Figure 1. Clock nets.
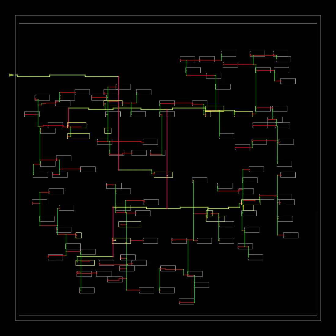
Figure 2. The metal 3 layer.
Drawn at 3 px/µm.
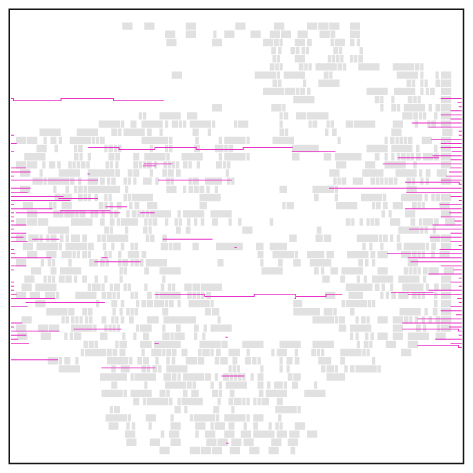
Figure 3. A small window of the routed layout.
Window x 88 to 138, y 88 to 138 µm. Cells in grey, sequential cells in the stronger grey; small squares are vias.
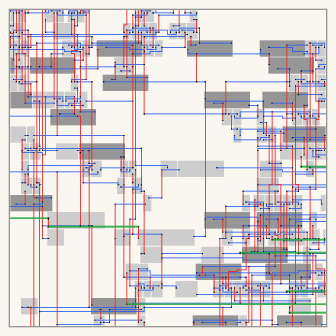
## src/rtl/if_fetch.sv

```systemverilog
// -----------------------------------------------------------------------------
// if_fetch -- instruction fetch stage of the riscv_core pipeline.
//
// Owns the architectural fetch PC and issues one read per cycle to a
// synchronous-read instruction memory (1-cycle latency). The word returned by
// memory is paired with the PC of the request that produced it and handed to
// decode. A one-entry hold buffer absorbs decode stalls, and redirects from
// later stages cost a single squashed bubble.
//
// Handshake: there is no ready signal toward decode. valid_o=1 means
// inst_o/pc_o carry a real instruction; decode consumes it on any cycle where
// stall_i=0. While stall_i=1 (and no redirect) the outputs are held constant.
//
// Ports:
//   clk            core clock
//   rst            synchronous, active-high reset
//   stall_i        decode/hazard stall: hold current output, issue no fetch
//   redirect_i     taken branch/jump: squash output, refetch redirect_pc_i
//   redirect_pc_i  redirect target (passed through unchanged)
//   imem_en_o      instruction memory read enable
//   imem_addr_o    instruction memory byte address (combinational)
//   imem_rdata_i   data for the address of the previous enabled cycle
//   inst_o         instruction to decode (NOP_INST when not valid)
//   pc_o           PC of inst_o
//   valid_o        inst_o/pc_o are a real instruction
// -----------------------------------------------------------------------------
module if_fetch #(
  parameter logic [31:0] RESET_PC = 32'h4000_0000,
  parameter logic [31:0] NOP_INST = 32'h0000_0013
) (
  input  logic        clk,
  input  logic        rst,
  input  logic        stall_i,
  input  logic        redirect_i,
  input  logic [31:0] redirect_pc_i,
  output logic        imem_en_o,
  output logic [31:0] imem_addr_o,
  input  logic [31:0] imem_rdata_i,
  output logic [31:0] inst_o,
  output logic [31:0] pc_o,
  output logic        valid_o
);

  logic [31:0] fetch_pc;
  logic        req_valid_q;
  logic [31:0] req_pc_q;
  logic        hold_valid_q;
  logic [31:0] hold_inst_q;

  // A redirect always fetches, even under stall: the stalled instruction is
  // dropped in favour of the new path.
  assign imem_en_o   = !rst && (!stall_i || redirect_i);
  assign imem_addr_o = redirect_i ? redirect_pc_i : fetch_pc;

  always_ff @(posedge clk) begin
    if (rst) begin
      fetch_pc     <= RESET_PC;
      req_valid_q  <= 1'b0;
      req_pc_q     <= RESET_PC;
      hold_valid_q <= 1'b0;
      hold_inst_q  <= NOP_INST;
    end else begin
      if (imem_en_o) begin
        fetch_pc    <= imem_addr_o + 32'd4;
        req_pc_q    <= imem_addr_o;
        req_valid_q <= 1'b1;
      end

      // Memory data is only guaranteed on the cycle right after the read, so
      // capture it on the first stall cycle and serve from the buffer until
      // the stall releases.
      if (redirect_i || !stall_i) begin
        hold_valid_q <= 1'b0;
      end else if (req_valid_q && !hold_valid_q) begin
        hold_valid_q <= 1'b1;
        hold_inst_q  <= imem_rdata_i;
      end
    end
  end

  always_comb begin
    valid_o = req_valid_q && !redirect_i && !rst;
    pc_o    = rst ? RESET_PC : req_pc_q;
    if (!valid_o) begin
      inst_o = NOP_INST;
    end else if (hold_valid_q) begin
      inst_o = hold_inst_q;
    end else begin
      inst_o = imem_rdata_i;
    end
  end

endmodule
```

## config.mk

```make
export PLATFORM = sky130hd
export DESIGN_NAME = if_fetch
export DESIGN_NICKNAME = d
export VERILOG_FILES = /design/src/rtl/if_fetch.sv
export SDC_FILE = /design/constraint.sdc
export NUM_CORES = 1
export LEC_CHECK = 0
export ABC_AREA = 1
export CAP_MARGIN = 20
export CORE_MARGIN = 1.5
export CORE_UTILIZATION = 24
export CTS_CLUSTER_SIZE = 14
export DETAILED_ROUTE_END_ITERATION = 10
export SLEW_MARGIN = 20
export SYNTH_ARGS = -nofsm -noshare
export SYNTH_HDL_FRONTEND = slang
export SYNTH_SLANG_ARGS = --single-unit
```

## constraint.sdc

```tcl
create_clock -name clk -period 2.7 [get_ports clk]
set_input_delay 0.54 -clock clk [delete_from_list [all_inputs] [get_ports clk]]
set_output_delay 0.54 -clock clk [all_outputs]
set_load 0.005 [all_outputs]
```

==> summary.txt <==
Notes on the flow run.

- The CTS tree is yes, for reference.
- The flow ran to the end, and the final reports show no timing, DRC or antenna violations.
- Per the run summary, max-cap violations total 0.
- The first global-routing pass estimated 27610 µm of wire.
- The least setup slack across all paths after layout is 0.1477 ns, for reference.
- The power attributed to sequential cells is approximately 0.0015 W, for reference.
- The top flip-flop cell by instance count after synthesis is sky130_fd_sc_hd__dfxtp_1, for reference.
- The cell area after synthesis is ~5300 µm², for reference.
- The mux share of post-synthesis cell area is 0%, for reference.
- Once the clock tree was built, the resizer swapped 0 gates to a different size.
- The global routing met2 resource utilization is 25.48%, for reference.
- For reference, the top cells by area after synthesis are sky130_fd_sc_hd__dfxtp_1, sky130_fd_sc_hd__nand2_1, sky130_fd_sc_hd__inv_1, sky130_fd_sc_hd__nor2_1, sky130_fd_sc_hd__a21oi_1.
- The most used logic cell in the final layout is sky130_fd_sc_hd__nand2_1, for reference.
- The final timing summary puts the cycle share of the worst path at 94.53%.
- The share of synthesized registers carrying an async set or reset is 0%, for reference.
- The sequential area share after synthesis is 36.61%, for reference.
- The path class of the tightest hold or removal check is reg2reg.
- The remaining design rule violation count is 0, for reference.
- Per the STA report, the cell with the highest stage delay on the worst path is sky130_fd_sc_hd__clkdlybuf4s50_1.
- Along the worst hold path, the cell count comes to 2.
- The met1 track demand over resource in global routing is between 20% and 30%, for reference.
- Signal nets in the final route climb as high as met4.
- The core outline area is 21220 µm², for reference.
- Per the final layout report, the fraction of cells sized above drive strength 1 comes to 9.490%.
- The total placed cells including tap cells is 1239, for reference.
- The number of cell instances after yosys synthesis is ~800, for reference.
- The simple logic cell fraction of the synthesized area is 37.11%, for reference.
- The post-route met1 wirelength is 8073 µm, for reference.
- The switching component of the power was reported as ~0.001 W.
- The root buffer cell is sky130_fd_sc_hd__clkbuf_16, for reference.
- The number of flip-flops and latches is 96, for reference.
- The number of tap instances is about 280, for reference.
- The top-level I/O count is about 170, for reference.
- The data required time of the worst path is 2.16 ns, for reference.
- The power consumed by the clock network is 0.00143 W, for reference.
- The final layout reports a setup TNS of 0 ns.
- Setup repair after global routing left no endpoint under its margin.
- The number of buffers outside the clock class in the layout is 193, for reference.
- The length of the first detailed-routing pass in iterations is 5, for reference.
- The critical path arrival is 2.01 ns, for reference.
- The dominant cell type by area after synthesis is sky130_fd_sc_hd__dfxtp_1, for reference.
- The cell depth of the worst setup path is 5, for reference.
- Synthesis handed over a netlist of 816 instances.
- Buffers placed on the I/O ports in this run total between 150 and 200.
- The maximum achievable frequency is 0.3918 GHz, for reference.
- After its last routability iteration, the placer logged a weighted congestion of 0.7760.
- The start point of the worst hold path is hold_inst_q[0], for reference.
- In this run, the synthesized area fraction spent on AND-OR/OR-AND gates is recorded as 14.13%.
- The OpenROAD warning count is 26, for reference.
- The clock share of power is 38.4%, for reference.
- The finished layout cell area is between 7000 and 8000 µm², for reference.
- At the floorplan stage, the core utilization is reported as 24.74%.
- For this run, the slowest stage of the critical path takes ~0.47 ns.
- In this run the VDD rail shows a maximum IR drop of 0.2889 mV.
- Dividing total power by cell area gives a power density of slightly below 500 nW/µm².
- Counting the warning lines in the Yosys log gives 0.
- Per the post-synthesis stats, the area per cell is 6.434 µm².
- In the layout the tool counted multi-input logic cells amounting to 576.
- The final hold violation count recorded for this run is 0.
- The highest-utilization routing layer at the global route stage is met2, for reference.
- Measured on the finished design, the core utilization comes to 35.75%.
- Detailed-route iteration 0 reported a violation count of about 310.
- The number of synthesized register bits is between 90 and 100, for reference.
- The vertical die dimension is 150.9 µm, for reference.
- In this run, power in combinational logic comes to 0.000758 W.
- Net switching is 27.39% of the power.
- The timing report gives the clock slew at the launch and capture registers of the worst setup and hold paths as 0.07 ns.
- The top fanout value on the critical path is 2, for reference.
- The worst setup skew after layout is 0.006720 ns, for reference.
- The depth of the most critical reg-to-reg path is 10, for reference.
- At the pin with the least slew margin, the transition time is 0.6017 ns.
- Ranking logic cells in the layout by count gives the top entries sky130_fd_sc_hd__nand2_1, sky130_fd_sc_hd__clkdlybuf4s50_1, sky130_fd_sc_hd__dfxtp_1.
- The most frequent cell on the critical path is sky130_fd_sc_hd__clkdlybuf4s50_1, for reference.
- The die extent in x is 150.9 µm, for reference.
- The number of clock buffers in the layout is 10, for reference.
- The total met3 wirelength after detailed routing is 1196 µm, for reference.
- The final critical path time including I/O delays and setup is 2.552 ns, for reference.
- The setup slack of the most critical reg-to-reg path is 0.99 ns, for reference.
- The quantity of hold-fixing buffers added after cts is 0, for reference.
- In the power breakdown, the internal column shows 0.002704 W.
- Checking max transition, the worst relative margin is 59.88%.
- The number of buffers added for setup after CTS is 0, for reference.
- The startpoint of the most critical register-to-register path is fetch_pc[3], for reference.
- The script logs the ratio of routed vias to standard cells as between 4 and 5.
- The top cell type by area accounts for 36.61% of the synthesized area.
- STA classifies the critical path startpoint as an input pin.
- When the netlist entered floorplanning its net count stood at 885.
- The chip area estimate from yosys synthesis is 5250 µm², for reference.
- In this run, synthesis inferred 0 flip-flops with an integrated enable.
-- Figure 1 (at the start) --
total number of clock tree sinks: 96
number of buffers inserted during clock tree synthesis: 9

-- Figure 2 (at the start) --
longest straight run	43.9 µm
wire length on this layer	1200 µm
global-route track usage on met3: 4.187%
overall routed net length: 17270 µm
routed via count: 5606

-- Figure 3 (at the start) --
colour	layer
green	M3
red	M2
blue	M1
most frequent	nand2_1 (69), a21oi_1 (22), dfxtp_1 (20)
netlist names of flops here include	hold_inst_q (20)
sequential cells in the window	20
cells with their middle in the window	137

-- cells in the mapped netlist, types with 2 or more instances --
library cell / instances
sky130_fd_sc_hd__a21oi_1: 60
sky130_fd_sc_hd__buf_2: 9
sky130_fd_sc_hd__buf_6: 5
sky130_fd_sc_hd__clkbuf_1: 27
sky130_fd_sc_hd__clkinv_2: 2
sky130_fd_sc_hd__dfxtp_1: 96
sky130_fd_sc_hd__inv_1: 93
sky130_fd_sc_hd__inv_2: 3
sky130_fd_sc_hd__nand2_1: 258
sky130_fd_sc_hd__nand2_2: 11
sky130_fd_sc_hd__nand2_4: 2
sky130_fd_sc_hd__nand3_1: 59
sky130_fd_sc_hd__nand3_2: 4
sky130_fd_sc_hd__nand3b_1: 2
sky130_fd_sc_hd__nand4_1: 11
sky130_fd_sc_hd__nor2_1: 81
sky130_fd_sc_hd__nor2_2: 4
sky130_fd_sc_hd__nor2_4: 4
sky130_fd_sc_hd__nor3_1: 3
sky130_fd_sc_hd__nor3_2: 2
sky130_fd_sc_hd__o211ai_1: 4
sky130_fd_sc_hd__o21ai_0: 16
sky130_fd_sc_hd__o21ai_1: 15
sky130_fd_sc_hd__o21ai_2: 7
sky130_fd_sc_hd__o21ai_4: 2
sky130_fd_sc_hd__o22ai_1: 25
-- worst max path at each step --
stage / from / end / slack (ns)
after floorplan: redirect_i / inst_o[21] / 0.45
after global placement: redirect_pc_i[31] / imem_addr_o[31] / 0.14
after detailed placement: redirect_pc_i[31] / imem_addr_o[31] / 0.14
after CTS: redirect_pc_i[31] / imem_addr_o[31] / 0.12
after global routing: redirect_i / imem_addr_o[18] / 0.03
final: redirect_pc_i[31] / imem_addr_o[31] / 0.15
-- state kept, by name (all words and copies together) (netlist names) --
register	count
req_pc_q	30
req_valid_q	1
hold_inst_q	32
hold_valid_q	1
fetch_pc	32
No activity file was given, so power comes from the tool's default toggle rates.
